--- src/rtl/challenge_sequencer.sv ---
// challenge_sequencer
//   Holds DEPTH 60-bit challenge descriptors in a writable array and steps
//   through ROUNDS of them per game. Each challenge is presented as
//   registered, pre-decoded fields behind a valid/next handshake.
//
//   Descriptor layout: [59:58] opcode, [57:54] leds, [53:52] pos_inicial,
//   [51:40] lim_inf, [39:28] lim_sup, [27:0] expected.
//
//   Optional feature macro: CHALLENGE_SHUFFLE_EN
//     defined   -> each game starts at (free-running LFSR mod DEPTH)
//     undefined -> each game starts at entry 0
//
// Ports
//   clock        in   system clock, rising edge
//   reset_n      in   asynchronous active-low reset
//   start        in   pulse: begin a game (accepted in IDLE/DONE)
//   next         in   pulse: current challenge consumed (PRESENT only)
//   abort        in   pulse: return to IDLE (wins over start/next)
//   prog_we      in   descriptor write enable (accepted in IDLE/DONE)
//   prog_addr    in   descriptor write address
//   prog_data    in   descriptor write data
//   valid        out  fields hold a current challenge
//   done         out  all ROUNDS challenges consumed
//   prog_err     out  pulse: a write was rejected in the previous cycle
//   round        out  0-based index of the current challenge
//   addr_cur     out  array address of the current challenge
//   opcode       out  00 button, 01 button+servo, 10 servo, 11 sensor
//   leds         out  LED select
//   pos_inicial  out  servo start position
//   lim_inf      out  lower limit, 3 BCD digits
//   lim_sup      out  upper limit, 3 BCD digits
//   expected     out  four 7-bit ASCII chars, 0 for sensor challenges
`timescale 1ns/1ps

module challenge_sequencer #(
  parameter int    DEPTH     = 8,
  parameter int    ADDR_W    = 3,
  parameter int    ROUNDS    = 8,
  parameter int    RND_W     = 4,
  parameter string INIT_FILE = ""
) (
  input  logic              clock,
  input  logic              reset_n,
  input  logic              start,
  input  logic              next,
  input  logic              abort,
  input  logic              prog_we,
  input  logic [ADDR_W-1:0] prog_addr,
  input  logic [59:0]       prog_data,
  output logic              valid,
  output logic              done,
  output logic              prog_err,
  output logic [RND_W-1:0]  round,
  output logic [ADDR_W-1:0] addr_cur,
  output logic [1:0]        opcode,
  output logic [3:0]        leds,
  output logic [1:0]        pos_inicial,
  output logic [11:0]       lim_inf,
  output logic [11:0]       lim_sup,
  output logic [27:0]       expected
);

  localparam logic [1:0] S_IDLE    = 2'd0;
  localparam logic [1:0] S_FETCH   = 2'd1;
  localparam logic [1:0] S_PRESENT = 2'd2;
  localparam logic [1:0] S_DONE    = 2'd3;

  localparam logic [1:0]        OP_SENSOR = 2'b11;
  localparam logic [ADDR_W-1:0] LAST_IDX  = ADDR_W'(DEPTH - 1);
  localparam logic [RND_W-1:0]  LAST_RND  = RND_W'(ROUNDS - 1);

  logic [59:0]       mem [DEPTH];
  logic [1:0]        state;
  logic [ADDR_W-1:0] idx;
  logic [ADDR_W-1:0] offset;
  logic              busy;
  logic              addr_ok;
  logic              wr_ok;

  // Sensor challenges carry no ASCII string; whatever sits in [27:0] is hidden.
  function automatic logic [27:0] mask_expected(input logic [59:0] d);
    return (d[59:58] == OP_SENSOR) ? 28'd0 : d[27:0];
  endfunction

  // Out-of-range addresses (only possible when DEPTH < 2**ADDR_W) are dropped.
  if (DEPTH == (1 << ADDR_W)) begin : g_full
    assign addr_ok = 1'b1;
  end else begin : g_part
    assign addr_ok = (prog_addr <= LAST_IDX);
  end

  assign busy  = (state == S_FETCH) || (state == S_PRESENT);
  assign wr_ok = prog_we && !busy && addr_ok;

  always_ff @(posedge clock) begin
    if (wr_ok) mem[prog_addr] <= prog_data;
  end

`ifdef CHALLENGE_SHUFFLE_EN
  // Fibonacci tap masks (bit n-1 set for tap n) for maximal-length LFSRs.
  function automatic logic [15:0] lfsr_taps(input int w);
    case (w)
      2:       return 16'h0003;
      3:       return 16'h0006;
      4:       return 16'h000C;
      5:       return 16'h0014;
      6:       return 16'h0030;
      7:       return 16'h0060;
      8:       return 16'h00B8;
      9:       return 16'h0110;
      10:      return 16'h0240;
      11:      return 16'h0500;
      12:      return 16'h0829;
      13:      return 16'h100D;
      14:      return 16'h2015;
      15:      return 16'h6000;
      16:      return 16'hD008;
      default: return 16'h0001;
    endcase
  endfunction

  localparam logic [15:0]       TAPS     = lfsr_taps(ADDR_W);
  localparam logic [ADDR_W-1:0] TAP_MASK = TAPS[ADDR_W-1:0];

  logic [ADDR_W-1:0] lfsr;

  always_ff @(posedge clock or negedge reset_n) begin
    if (!reset_n) lfsr <= ADDR_W'(1);
    else          lfsr <= (lfsr << 1) | ADDR_W'(^(lfsr & TAP_MASK));
  end

  assign offset = ADDR_W'(32'(lfsr) % DEPTH);
`else
  assign offset = '0;
`endif

  always_ff @(posedge clock or negedge reset_n) begin
    if (!reset_n) begin
      state       <= S_IDLE;
      idx         <= '0;
      round       <= '0;
      valid       <= 1'b0;
      done        <= 1'b0;
      prog_err    <= 1'b0;
      addr_cur    <= '0;
      opcode      <= '0;
      leds        <= '0;
      pos_inicial <= '0;
      lim_inf     <= '0;
      lim_sup     <= '0;
      expected    <= '0;
    end else begin
      prog_err <= prog_we && busy;
      if (abort) begin
        state <= S_IDLE;
        valid <= 1'b0;
        done  <= 1'b0;
      end else begin
        case (state)
          S_IDLE, S_DONE: begin
            if (start) begin
              state <= S_FETCH;
              idx   <= offset;
              round <= '0;
              done  <= 1'b0;
            end
          end
          // Synchronous array read lands directly in the output field registers.
          S_FETCH: begin
            opcode      <= mem[idx][59:58];
            leds        <= mem[idx][57:54];
            pos_inicial <= mem[idx][53:52];
            lim_inf     <= mem[idx][51:40];
            lim_sup     <= mem[idx][39:28];
            expected    <= mask_expected(mem[idx]);
            addr_cur    <= idx;
            valid       <= 1'b1;
            state       <= S_PRESENT;
          end
          S_PRESENT: begin
            if (next) begin
              valid <= 1'b0;
              if (round == LAST_RND) begin
                state <= S_DONE;
                done  <= 1'b1;
              end else begin
                round <= round + 1'b1;
                idx   <= (idx == LAST_IDX) ? '0 : idx + 1'b1;
                state <= S_FETCH;
              end
            end
          end
          default: state <= S_IDLE;
        endcase
      end
    end
  end

endmodule

--- config.mk ---
export PLATFORM = sky130hd
export DESIGN_NAME = challenge_sequencer
export DESIGN_NICKNAME = d
export VERILOG_FILES = /design/src/rtl/challenge_sequencer.sv
export SDC_FILE = /design/constraint.sdc
export NUM_CORES = 1
export LEC_CHECK = 0
export CORE_AREA = 2 2 202 204
export DETAILED_ROUTE_END_ITERATION = 16
export DIE_AREA = 0 0 204 206
export PLACE_DENSITY = 0.78
export REMOVE_ABC_BUFFERS = 1
export SETUP_SLACK_MARGIN = 0.3
export SKIP_LAST_GASP = 1
export SLEW_MARGIN = 20
export SYNTH_ARGS = -nofsm -noshare
export SYNTH_HDL_FRONTEND = slang
export SYNTH_SLANG_ARGS = --single-unit
--- constraint.sdc ---
create_clock -name clock -period 5.2 [get_ports clock]
set_input_delay 0.78 -clock clock [delete_from_list [all_inputs] [get_ports clock]]
set_output_delay 0.78 -clock clock [all_outputs]
set_load 0.005 [all_outputs]
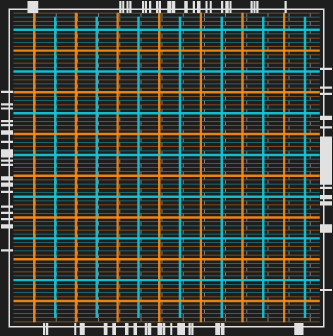
**Above:** supply network.
Pins as bars on the die edge. Tap cells in gray.
- cyan: VDD
- orange: VSS
- tap cells: 532
- met4 straps: 14
- rows: 74
- met1 rails: 75
- met5 straps: 14

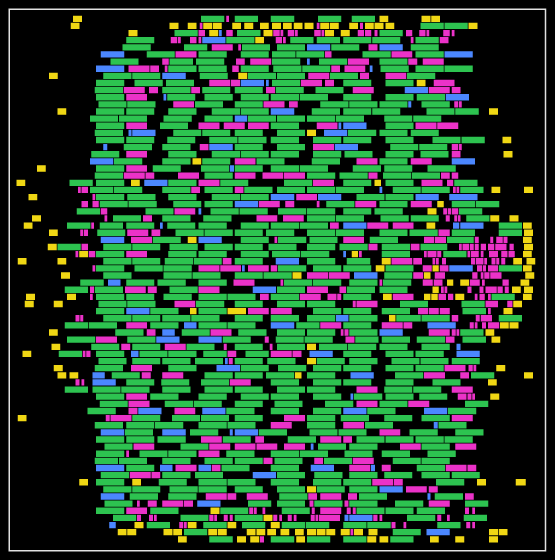
**Above:** cell classes on the final placement.
- green: sequential cells (cells 555)
- magenta: combinational and other logic (cells 380)
- yellow: remaining buffers and delay cells (cells 151)
- blue: clock drivers and dummy loads (cells 93)

==> results.toml <==
# generated from flow reports
[layout]
final_cells = 1713
final_nets = 1215
num-clock-buffers = 75
drive_gt1_frac = 0.195
non_clock_inverter_count = 7
area_share_nonclk_buffers = 0.0606
largest_class = "registers"
flops = 555
syn_to_final_growth_pct = 17.8
final_area_um2 = 24600

[worst_setup_path]
cp-start-kind = "flip-flop"
cp_top_family = "simple AND/OR/NAND/NOR gates"
reg2reg_from = "state[0]$_DFFE_PN0P_"
cp_slowest_cell = "nor2_4"

[die]
core_um2 = 40200
fp.dieH_um = 206

[yosys]
ff_type = "edfxtp_1"
syn_avg_cell_area_um2 = 21.2
synth_flops = 555
syn_area_um2 = 20900
edf_count = 480
synth_warnings = 0
synth_async_sr_flop_share = 0.135
mux_share = 0.159

[power]
comb_power_w = 0.000992
seq_cell_power_w = 0.00530
p_int_w = 0.00792
combPwrFrac = 0.099

[drt]
wl_met1_mm = 17.3
wl_mm = 41.2
first_iter_violations = 862
wl_met3_mm = 2.39

[placed_design]
place_area_um2 = 22900
placed_cells = 1618

[status]
status = "complete, no violations"

[final_timing]
final.setup.tns_ns = 0
skew_ns = 0.0205

[global_routing]
grtUsageMet2 = 0.335
grt_util_met1 = 0.276
